### src/rtl/irq_controller_if.sv
// irq_controller_if: pipeline-side bus of the interrupt controller.
// master = pipeline/peripherals, slave = irq_controller.
interface irq_controller_if #(
    parameter int N_IRQ = 4
);
    localparam int ID_W = (N_IRQ > 1) ? $clog2(N_IRQ) : 1;
    logic [N_IRQ-1:0] irq_in;
    logic             mask_we;
    logic [N_IRQ-1:0] mask_wdata;
    logic             stall;
    logic             int_ack;
    logic             reti;
    logic             interrupt;
    logic [15:0]      vec_addr;
    logic [ID_W-1:0]  active_id;
    logic [N_IRQ-1:0] pending;
    logic [N_IRQ-1:0] mask;
    logic             in_service;
    modport master (
        output irq_in, mask_we, mask_wdata, stall, int_ack, reti,
        input  interrupt, vec_addr, active_id, pending, mask, in_service
    );
    modport slave (
        input  irq_in, mask_we, mask_wdata, stall, int_ack, reti,
        output interrupt, vec_addr, active_id, pending, mask, in_service
    );
endinterface

### src/rtl/irq_controller.sv
// irq_controller: synchronises and latches peripheral interrupt edges, masks and
// prioritises them, and runs the request/service handshake with jump-control.
module irq_controller #(
    parameter int          N_IRQ      = 4,
    parameter logic [15:0] VEC_BASE   = 16'hFF00,
    parameter logic [15:0] VEC_STRIDE = 16'd4
) (
    input logic             clk,
    input logic             rst_n,
    irq_controller_if.slave bus
);
    localparam int ID_W = (N_IRQ > 1) ? $clog2(N_IRQ) : 1;
    localparam logic [1:0] IDLE    = 2'd0;
    localparam logic [1:0] REQ     = 2'd1;
    localparam logic [1:0] SERVICE = 2'd2;

    logic [N_IRQ-1:0] sync1_q, sync2_q, prev_q;
    logic [N_IRQ-1:0] pending_q, pending_d, mask_q, mask_d;
    logic [N_IRQ-1:0] rise, eligible, clr;
    logic [1:0]       state_q, state_d;
    logic             interrupt_q, interrupt_d, in_service_q, in_service_d;
    logic [ID_W-1:0]  id_q, id_d, sel;
    logic [15:0]      vec_q, vec_d;
    logic             take, withdraw;

    assign rise     = sync2_q & ~prev_q;
    assign eligible = pending_q & mask_q;
    assign take     = (state_q == REQ) && bus.int_ack;
    assign withdraw = (state_q == REQ) && bus.mask_we && !bus.mask_wdata[id_q];
    assign clr      = take ? (N_IRQ'(1) << id_q) : '0;
    // A fresh edge on the line being acknowledged outranks the clear.
    assign pending_d = (pending_q & ~clr) | rise;
    assign mask_d    = bus.mask_we ? bus.mask_wdata : mask_q;

    // Fixed priority: scanning downwards leaves the lowest eligible index.
    always_comb begin
        sel = '0;
        for (int i = N_IRQ - 1; i >= 0; i--)
            if (eligible[i]) sel = ID_W'(i);
    end

    always_comb begin
        state_d      = state_q;
        interrupt_d  = interrupt_q;
        in_service_d = in_service_q;
        id_d         = id_q;
        vec_d        = vec_q;
        case (state_q)
            IDLE: if (|eligible && !bus.stall) begin
                state_d     = REQ;
                interrupt_d = 1'b1;
                id_d        = sel;
                vec_d       = VEC_BASE + VEC_STRIDE * 16'(sel);
            end
            REQ: if (take) begin
                state_d      = SERVICE;
                interrupt_d  = 1'b0;
                in_service_d = 1'b1;
            end else if (withdraw) begin
                state_d     = IDLE;
                interrupt_d = 1'b0;
            end
            SERVICE: if (bus.reti) begin
                state_d      = IDLE;
                in_service_d = 1'b0;
            end
            default: begin
                state_d      = IDLE;
                interrupt_d  = 1'b0;
                in_service_d = 1'b0;
            end
        endcase
    end

    always_ff @(posedge clk or negedge rst_n) begin
        if (!rst_n) begin
            sync1_q      <= '0;
            sync2_q      <= '0;
            prev_q       <= '0;
            pending_q    <= '0;
            mask_q       <= '0;
            state_q      <= IDLE;
            interrupt_q  <= 1'b0;
            in_service_q <= 1'b0;
            id_q         <= '0;
            vec_q        <= VEC_BASE;
        end else begin
            sync1_q      <= bus.irq_in;
            sync2_q      <= sync1_q;
            prev_q       <= sync2_q;
            pending_q    <= pending_d;
            mask_q       <= mask_d;
            state_q      <= state_d;
            interrupt_q  <= interrupt_d;
            in_service_q <= in_service_d;
            id_q         <= id_d;
            vec_q        <= vec_d;
        end
    end

    assign bus.interrupt  = interrupt_q;
    assign bus.in_service = in_service_q;
    assign bus.active_id  = id_q;
    assign bus.vec_addr   = vec_q;
    assign bus.pending    = pending_q;
    assign bus.mask       = mask_q;
endmodule

### src/flat_wrapper.sv
// flat-port wrapper written by rule: the top's interface ports become plain ports
module irq_controller_flat 
#(
    parameter int          N_IRQ      = 4,
    parameter logic [15:0] VEC_BASE   = 16'hFF00,
    parameter logic [15:0] VEC_STRIDE = 16'd4
)
  (clk, rst_n, bus_irq_in, bus_mask_we, bus_mask_wdata, bus_stall, bus_int_ack, bus_reti, bus_interrupt, bus_vec_addr, bus_active_id, bus_pending, bus_mask, bus_in_service);
  irq_controller_if #(.N_IRQ(N_IRQ)) bus_i ();
  input logic clk;
  input logic rst_n;
  input wire logic [$bits(bus_i.irq_in)-1:0] bus_irq_in;
  input wire logic [$bits(bus_i.mask_we)-1:0] bus_mask_we;
  input wire logic [$bits(bus_i.mask_wdata)-1:0] bus_mask_wdata;
  input wire logic [$bits(bus_i.stall)-1:0] bus_stall;
  input wire logic [$bits(bus_i.int_ack)-1:0] bus_int_ack;
  input wire logic [$bits(bus_i.reti)-1:0] bus_reti;
  output wire logic [$bits(bus_i.interrupt)-1:0] bus_interrupt;
  output wire logic [$bits(bus_i.vec_addr)-1:0] bus_vec_addr;
  output wire logic [$bits(bus_i.active_id)-1:0] bus_active_id;
  output wire logic [$bits(bus_i.pending)-1:0] bus_pending;
  output wire logic [$bits(bus_i.mask)-1:0] bus_mask;
  output wire logic [$bits(bus_i.in_service)-1:0] bus_in_service;
  assign bus_i.irq_in = bus_irq_in;
  assign bus_i.mask_we = bus_mask_we;
  assign bus_i.mask_wdata = bus_mask_wdata;
  assign bus_i.stall = bus_stall;
  assign bus_i.int_ack = bus_int_ack;
  assign bus_i.reti = bus_reti;
  assign bus_interrupt = bus_i.interrupt;
  assign bus_vec_addr = bus_i.vec_addr;
  assign bus_active_id = bus_i.active_id;
  assign bus_pending = bus_i.pending;
  assign bus_mask = bus_i.mask;
  assign bus_in_service = bus_i.in_service;
  irq_controller #(.N_IRQ(N_IRQ), .VEC_BASE(VEC_BASE), .VEC_STRIDE(VEC_STRIDE)) u_core (.clk(clk), .rst_n(rst_n), .bus(bus_i));
endmodule
### config.mk
export PLATFORM = sky130hd
export DESIGN_NAME = irq_controller_flat
export DESIGN_NICKNAME = d
export VERILOG_FILES = /design/src/rtl/irq_controller_if.sv /design/src/rtl/irq_controller.sv /design/src/flat_wrapper.sv
export SDC_FILE = /design/constraint.sdc
export NUM_CORES = 1
export LEC_CHECK = 0
export CAP_MARGIN = 20
export CORE_MARGIN = 1.5
export CORE_UTILIZATION = 35
export CTS_CLUSTER_SIZE = 12
export DETAILED_ROUTE_END_ITERATION = 10
export PLACE_DENSITY = 0.66
export SYNTH_ARGS = -nofsm -noshare
export SYNTH_HDL_FRONTEND = slang
export SYNTH_SLANG_ARGS = --single-unit
### constraint.sdc
create_clock -name clk -period 2.55 [get_ports clk]
set_input_delay 0.3825 -clock clk [delete_from_list [all_inputs] [get_ports clk]]
set_output_delay 0.3825 -clock clk [all_outputs]
set_load 0.02 [all_outputs]
### Cells colored by class, run 1

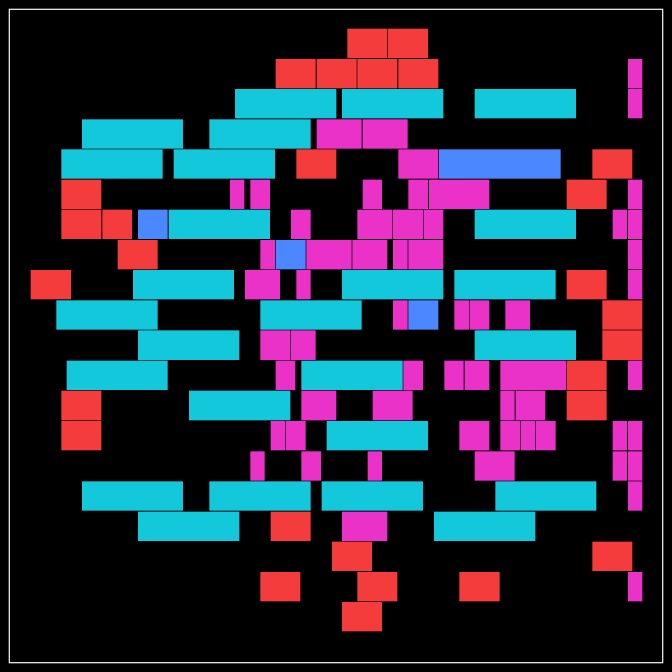
red -> remaining buffers and delay cells  # cells 28, share of their area 21%
magenta -> remaining logic cells  # cells 59, share of their area 27%
blue -> clock drivers and dummy loads  # cells 4, share of their area 3.9%
cyan -> sequential cells  # cells 26, share of their area 49%

### Nets reached from selected ports, run 1

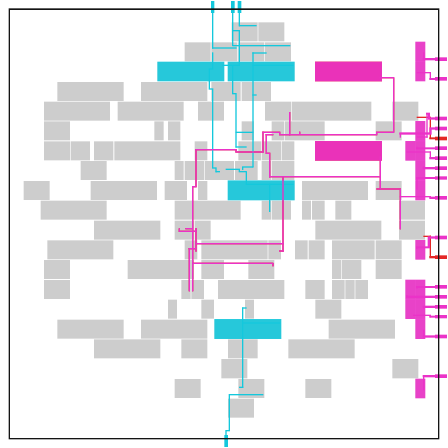
magenta -> bus_vec_addr  # bits 16, direction output, edge east, end cells 16, buffers 2, wire 205 um
cyan -> bus_mask  # bits 4, direction output, edge 3 north, 1 south, end cells 4, buffers 4, wire 134 um
red -> bus_active_id  # bits 2, direction output, edge east, end cells 2, buffers 2, wire 156 um
I/O Buffers: 27
Boundary Pins: 42

==> results.py, run 1 <==
# Flow results
metrics = {
    "floorplanning": {
        "dieArea_um2": 3450,
        "die_width_um": 58.8,
        "placementRows": 20,
        "floorplan.die.height_um": 58.8,
    },
    "power": {
        "seq_power_share": 0.448,
        "vdd_ir_drop_max_v": 0.000477,
        "power_report.internal_total_uw": 892,
        "netSwitchingPower_uw": 444,
        "power.leakage_nw": 0.621,
        "power-per-cell-area_nw_per_um2": 968,
        "p_comb_frac": 0.347,
        "powerSeq_uw": 598,
    },
    "synth": {
        "post_synth_mux_area_share": 0.0736,
        "ys_seq_elements": 26,
        "asyncSetResetFlopFracSynth": 1.00,
        "synth.yosys.seq_area_share": 0.598,
        "synth-adder-area-share": 0,
        "yosys_warnings": 0,
        "dominantRegCellSynth": "sky130_fd_sc_hd__dfrtp_1",
        "synth.top_cell.area_share": 0.598,
    },
    "cells_and_area": {
        "area_dominant_class": "registers",
        "final_core_util": 0.460,
        "clockNetworkAreaShare": 0.0381,
        "layout_top_cells_excl_fill_tap": "sky130_fd_sc_hd__clkdlybuf4s50_1 (27), sky130_fd_sc_hd__dfrtp_1 (26), sky130_fd_sc_hd__conb_1 (14), sky130_fd_sc_hd__nand2_1 (6)",
        "post_layout_nonfiller_instances": 150,
        "area.share.sequential": 0.471,
        "fill_cells": 282,
        "clock_buf_count": 3,
        "layout.nonclk_buf_frac": 0.201,
    },
    "clocking": {
        "postCtsSetupRepairBufs": 0,
        "clock_tree_from_tritoncts": "yes",
        "worst_setup_hold_path_clk_slew_ns": 0.13,
        "tritoncts.num_buffers": 3,
        "cts-hold-fix-buffers": 0,
        "clk_root_buffer_cell": "sky130_fd_sc_hd__clkbuf_4",
    },
    "job": {
        "warnings": 26,
    },
    "placed_design": {
        "dp_cells": 146,
        "hpwl_um": 1370,
    },
    "worst_setup_path": {
        "worstSetupStartpointType": "flop",
        "worstRegToRegCells": 3,
        "path_max_fanout": 9,
        "timing.rr.start": "u_core.bus.mask[1]",
        "critPathArrivalTime_ns": 1.54,
        "crit_path_start": "u_core.bus.active_id[0]",
        "ff2ff_setup_slack_ns": 1.26,
        "cpPeakStageDelay_ns": 0.67,
        "worstSetupEndpointType": "output pin",
        "cp_max_stage_cell": "sky130_fd_sc_hd__clkdlybuf4s50_1",
        "ws_path_type": "reg2out",
        "cp-endpoint": "bus_vec_addr[2]",
    },
    "global_route": {
        "globalRoute.totalOverflow": 0,
        "first_pass_grt_wire_length_um": 2990,
        "met2_track_utilization_from_global_routing": 0.214,
        "initial_antenna_violation_count": 0,
        "grtUsageTotal": 0.116,
        "grt_start_max_net_pins": 27,
        "met3_track_demand_over_resource": 0.0462,
    },
    "routing": {
        "vias": 694,
        "routed.top_layer": "met3",
        "drc": 0,
        "met2_wl_um": 923,
        "viasPerCell": 4.63,
        "finalWirelength_um": 1770,
    },
    "sta": {
        "final_min_period_over_clock_period": 0.755,
        "finalMaxSlewViolations": 0,
        "fin_setup_tns_ns": 0,
        "grt_setup_unrepaired": "no",
        "finalHoldWorstSlack_ns": 0.365,
    },
    "worst_hold_path": {
        "hold_path_class": "reg2reg",
        "timing.hold.worst.start": "u_core.sync1_q[1]",
    },
    "outcome": {
        "status": "completed",
    },
}
### Clock wires, drivers and flops, run 1

Bar = 20 um.
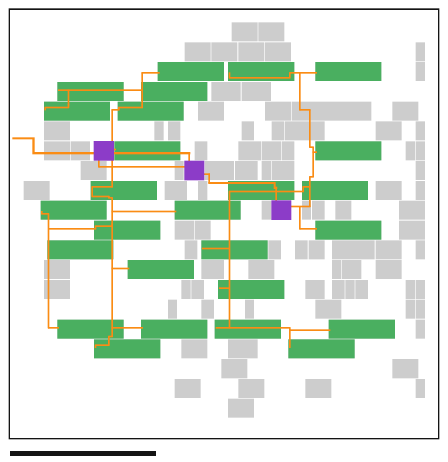
orange -> clock wires  # length 269 um
green -> flip-flops  # count 26
purple -> clock-net drivers  # count 3
routed clock nets = 4
power share of the clock group: 0.205
maximum clock skew at final layout: 0.00228 ns
P_clk: 274 uW
Clock Latency Late Sink: 0.31 ns

[run 1: synthesized netlist by cell type (2+ instances only)]
cell type	count
sky130_fd_sc_hd__inv_1	4
sky130_fd_sc_hd__mux2_2	4
sky130_fd_sc_hd__nand3b_1	2
sky130_fd_sc_hd__buf_4	16
sky130_fd_sc_hd__nand2_1	6
sky130_fd_sc_hd__o21ai_0	3
sky130_fd_sc_hd__o21ai_1	2
sky130_fd_sc_hd__mux2i_1	2
sky130_fd_sc_hd__nand2b_1	2
sky130_fd_sc_hd__a22o_1	3
sky130_fd_sc_hd__a21oi_1	4
sky130_fd_sc_hd__nand3_1	4
sky130_fd_sc_hd__conb_1	2
sky130_fd_sc_hd__dfrtp_1	26
==> run 1 -> run 2 <==
==> constraint.sdc (replaced) <==
create_clock -name clk -period 2 [get_ports clk]
set_input_delay 0.3 -clock clk [delete_from_list [all_inputs] [get_ports clk]]
set_output_delay 0.3 -clock clk [all_outputs]
set_load 0.02 [all_outputs]
### Nets reached from selected ports, run 2

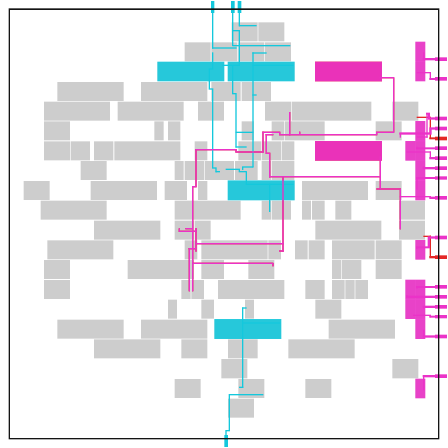
magenta -> bus_vec_addr  # bits 16, direction output, edge east, end cells 16, buffers 2, wire 205 um
red -> bus_active_id  # bits 2, direction output, edge east, end cells 2, buffers 2, wire 156 um
cyan -> bus_mask  # bits 4, direction output, edge 3 north, 1 south, end cells 4, buffers 4, wire 134 um

### The clock network, run 2

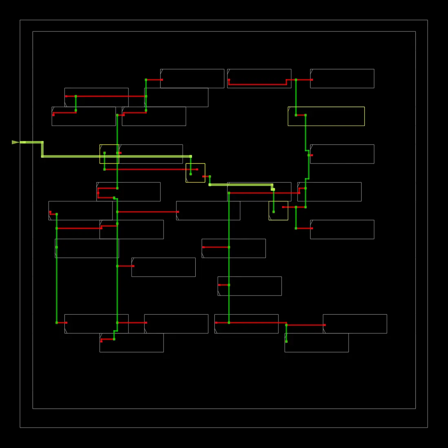
clock buf count: 3
clock sink count: 26
P_clk: 350 uW
CTS Buf Count: 3

==> run 2 against run 1 <==
  * Clock skew stayed put
  * Sequential cell count stayed put
  * Clock power is 28% higher
  * Sequential power is 28% higher
  * Final area stayed put
  * Synthesized cell count stayed put
  * Worst hold slack worse by 0.038 ns
  * Via count stayed put
  * Power is 28% higher
  * Combinational power is 27% higher
  * Register-to-register slack worse by 0.55 ns
  * Largest cell class unchanged
  * Highest routed layer unchanged
==> results.py, run 2 <==
# Flow results
metrics = {
    "outcome": {
        "status": "completed",
    },
    "synth": {
        "ys_seq_elements": 26,
        "synth_dominant_cell_count": "sky130_fd_sc_hd__dfrtp_1",
        "asyncSetResetFlopFracSynth": 1.00,
        "synth.yosys.seq_area_share": 0.598,
        "synthTopCellsByCount": "sky130_fd_sc_hd__dfrtp_1 (26), sky130_fd_sc_hd__buf_4 (16), sky130_fd_sc_hd__nand2_1 (6)",
        "yosys_warnings": 0,
    },
    "cells_and_area": {
        "final_core_util": 0.460,
        "layout_top_cells_excl_fill_tap": "sky130_fd_sc_hd__clkdlybuf4s50_1 (27), sky130_fd_sc_hd__dfrtp_1 (26), sky130_fd_sc_hd__conb_1 (14), sky130_fd_sc_hd__nand2_1 (6)",
    },
    "global_route": {
        "globalRoute.totalOverflow": 0,
        "met2_track_utilization_from_global_routing": 0.214,
        "grt_start_max_net_pins": 27,
        "initial_antenna_violation_count": 0,
    },
    "clocking": {
        "postCtsSetupRepairBufs": 0,
        "cts-hold-fix-buffers": 0,
        "clock_tree_from_tritoncts": "yes",
        "worstSkewPairLatency_ns": 0.31,
    },
    "power": {
        "power-per-cell-area_nw_per_um2": 1230,
        "vdd_ir_drop_max_v": 0.000608,
        "power.leakage_nw": 0.621,
    },
    "routing": {
        "finalWirelength_um": 1770,
        "vias": 694,
        "routed.top_layer": "met3",
    },
    "sta": {
        "fin_skew_ns": 0.00228,
        "fin_setup_tns_ns": 0,
        "final_min_period_over_clock_period": 0.922,
    },
    "floorplanning": {
        "placementRows": 20,
        "ios": 42,
        "dieArea_um2": 3450,
        "floorplan.die.height_um": 58.8,
        "die_width_um": 58.8,
    },
    "worst_setup_path": {
        "worstSetupStartpointType": "flop",
        "cpPeakStageDelay_ns": 0.67,
        "cp-endpoint": "bus_vec_addr[2]",
        "path_max_fanout": 9,
        "ws_path_type": "reg2out",
        "ff2ff_setup_slack_ns": 0.71,
        "critPathArrivalTime_ns": 1.54,
        "worstRegToRegCells": 3,
        "timing.rr.start": "u_core.bus.mask[1]",
        "crit_path_start": "u_core.bus.active_id[0]",
        "worstSetupEndpointType": "output pin",
    },
    "placed_design": {
        "io_buffers": 27,
        "dp_cells": 146,
    },
    "worst_hold_path": {
        "hold_path_class": "in2async",
    },
}
run 2: power by group:
| group | internal (mW) | switching (mW) | leakage, nW |
|---|---|---|---|
| logic | 0.307 | 0.284 | 0.298 |
| registers | 0.628 | 0.134 | 0.296 |
| clock network | 0.203 | 0.147 | 0.0279 |
| total | 1.14 | 0.566 | 0.621 |
run 2: final cells by class:
cell class	instances	share of cell area
clock buffers	3	0.0163
clock inverters	1	0.0218
inverters	4	0.0109
multi-input cells	55	0.248
flip-flops and latches	26	0.471
well taps	33	0.0299
repair buffers	28	0.201
run 2: cells by family after synthesis:
group                  count (synthesis)  share of synthesized area
DFF                                   26                      0.598
muxes                                  7                     0.0736
other                                  2                    0.00690
buffers and inverters                 21                      0.129
AOI/OAI and AO/OA                     15                     0.0885
and+or+nand+nor                       19                      0.105
==> run 2 -> run 3 <==
--- a/config.mk
+++ b/config.mk
@@ -7,10 +7,10 @@
 export LEC_CHECK = 0
 export CAP_MARGIN = 20
 export CORE_MARGIN = 1.5
-export CORE_UTILIZATION = 35
+export CORE_UTILIZATION = 39
 export CTS_CLUSTER_SIZE = 12
 export DETAILED_ROUTE_END_ITERATION = 10
-export PLACE_DENSITY = 0.66
+export PLACE_DENSITY = 0.77
 export SYNTH_ARGS = -nofsm -noshare
 export SYNTH_HDL_FRONTEND = slang
 export SYNTH_SLANG_ARGS = --single-unit
### The clock network, run 3

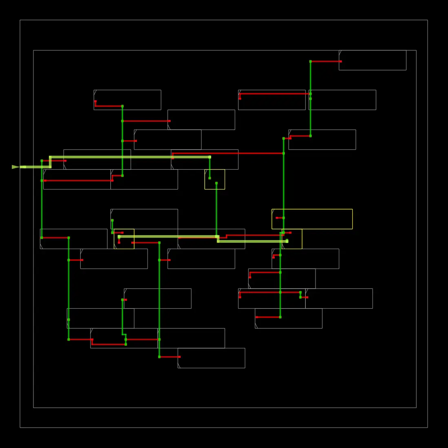
maximum clock skew at final layout: 0.00659 ns
P_clk: 356 uW
Clock Latency Late Sink: 0.32 ns

==> run 3 against run 2 <==
  * Synthesized cell count unchanged
  * Critical path depth unchanged
  * Sequential power up 0.5%
  * Highest routed layer is now met4
  * Core utilization rose by 7.6 points
  * Largest cell class unchanged
  * Non-clock buffer count unchanged
  * Worst setup slack lost 0.028 ns
  * Maximum frequency fell by 1.5%
==> results.py, run 3 <==
# Flow results
metrics = {
    "outcome": {
        "status": "completed",
    },
    "power": {
        "switching_share": 0.339,
        "seq_power_share": 0.446,
        "power.clock.fraction": 0.207,
        "pg_comb_uw": 598,
        "netSwitchingPower_uw": 583,
        "power.leakage_nw": 0.621,
        "top_power_group": "sequential cells",
        "powerSeq_uw": 767,
        "power_report.internal_total_mw": 1.14,
        "p_comb_frac": 0.347,
    },
    "worst_setup_path": {
        "timing.rr.start": "u_core.bus.mask[1]",
        "worstSetupEndpointType": "output pin",
        "crit_path_start": "u_core.bus.active_id[0]",
        "cp-endpoint": "bus_vec_addr[2]",
        "ws_path_type": "reg2out",
        "path_max_fanout": 9,
        "cpPeakStageDelay_ns": 0.68,
        "critPathArrivalTime_ns": 1.57,
        "cp_max_stage_cell": "sky130_fd_sc_hd__clkdlybuf4s50_1",
        "worstRegToRegCells": 3,
    },
    "cells_and_area": {
        "clock_buf_count": 3,
        "post_layout_nonfiller_instances": 147,
        "numSequentialCells": 26,
        "number_of_logic_gates": 55,
        "layout.non_clock_inverters": 4,
        "layout.nonclk_buf_frac": 0.202,
        "num-nonclk-buffers": 28,
        "area_dominant_class": "registers",
        "layout_top_cells_excl_fill_tap": "sky130_fd_sc_hd__clkdlybuf4s50_1 (27), sky130_fd_sc_hd__dfrtp_1 (26), sky130_fd_sc_hd__conb_1 (14), sky130_fd_sc_hd__nand2_1 (6)",
        "final_core_util": 0.536,
        "clockNetworkAreaShare": 0.0382,
        "fill_cells": 239,
    },
    "floorplanning": {
        "floorplan.die.height_um": 55.8,
        "ios": 42,
        "dieArea_um2": 3120,
        "n_tap_cell": 30,
    },
    "sta": {
        "finalMaxSlewViolations": 0,
        "grt_setup_unrepaired": "no",
        "finalHoldWorstSlack_ns": 0.321,
        "final_min_period_over_clock_period": 0.936,
        "fin_setup_tns_ns": 0,
    },
    "routing": {
        "viasPerCell": 4.83,
        "finalWirelength_um": 1850,
        "vias": 710,
    },
    "synth": {
        "dominantRegCellSynth": "sky130_fd_sc_hd__dfrtp_1",
        "ys_seq_elements": 26,
        "synth_dominant_cell_count": "sky130_fd_sc_hd__dfrtp_1",
        "synth.yosys.seq_area_share": 0.598,
        "asyncSetResetFlopFracSynth": 1.00,
        "synthTopCellsByCount": "sky130_fd_sc_hd__dfrtp_1 (26), sky130_fd_sc_hd__buf_4 (16), sky130_fd_sc_hd__nand2_1 (6)",
    },
    "global_route": {
        "first_pass_grt_wire_length_um": 3040,
        "grtUsageTotal": 0.127,
        "globalRoute.totalOverflow": 0,
        "initial_antenna_violation_count": 0,
    },
    "placed_design": {
        "dp_cells": 143,
        "io_buffers": 27,
        "hpwl_um": 1400,
    },
    "worst_hold_path": {
        "hold_path_class": "in2async",
    },
    "clocking": {
        "worst_setup_hold_path_clk_slew_ns": 0.14,
        "cts-hold-fix-buffers": 0,
        "postCtsSetupRepairBufs": 0,
        "tritoncts_num_sinks": 26,
    },
}
### Cells colored by class, run 3

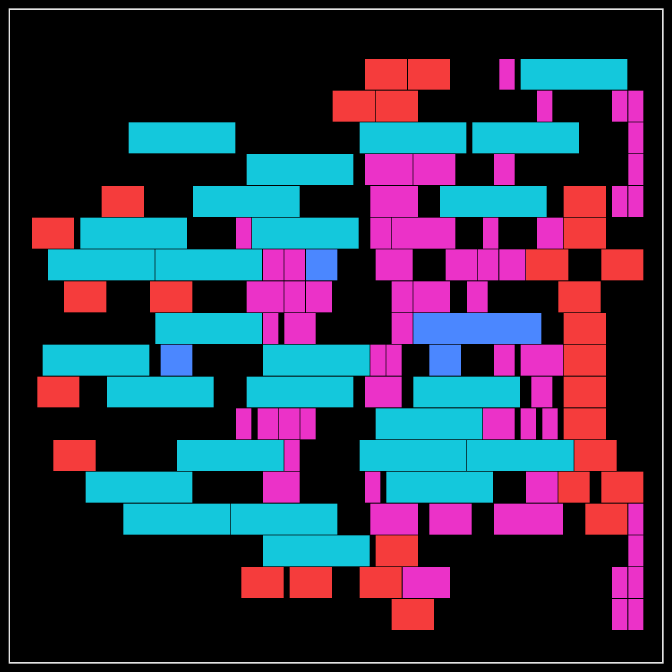
standard-cell row count: 18
fraction of standard cell area that is sequential: 0.473

[run 3: cell families (layout without fill, tap and decap cells)]
| kind of cell | after synthesis | in the layout | share of synthesized area |
|---|---|---|---|
| mux | 7 | 7 | 0.0736 |
| simple gates | 19 | 19 | 0.105 |
| buf+inv | 21 | 36 | 0.129 |
| compound gates | 15 | 15 | 0.0885 |
| other cells | 2 | 14 | 0.00690 |
| flops | 26 | 26 | 0.598 |
[run 3: routing by layer]
| layer | up-vias | track usage | share of wire |
|---|---|---|---|
| met3 | 2 | 0.0581 | 0.095 |
| met4 | 0 | 0.0340 | 0.0081 |
| met1 | 345 | 0.135 | 0.39 |
| met2 | 36 | 0.226 | 0.51 |
| li1 | 327 | - | - |
| met5 | - | 0 | 0 |
No activity file was given, so power comes from the tool's default toggle rates.
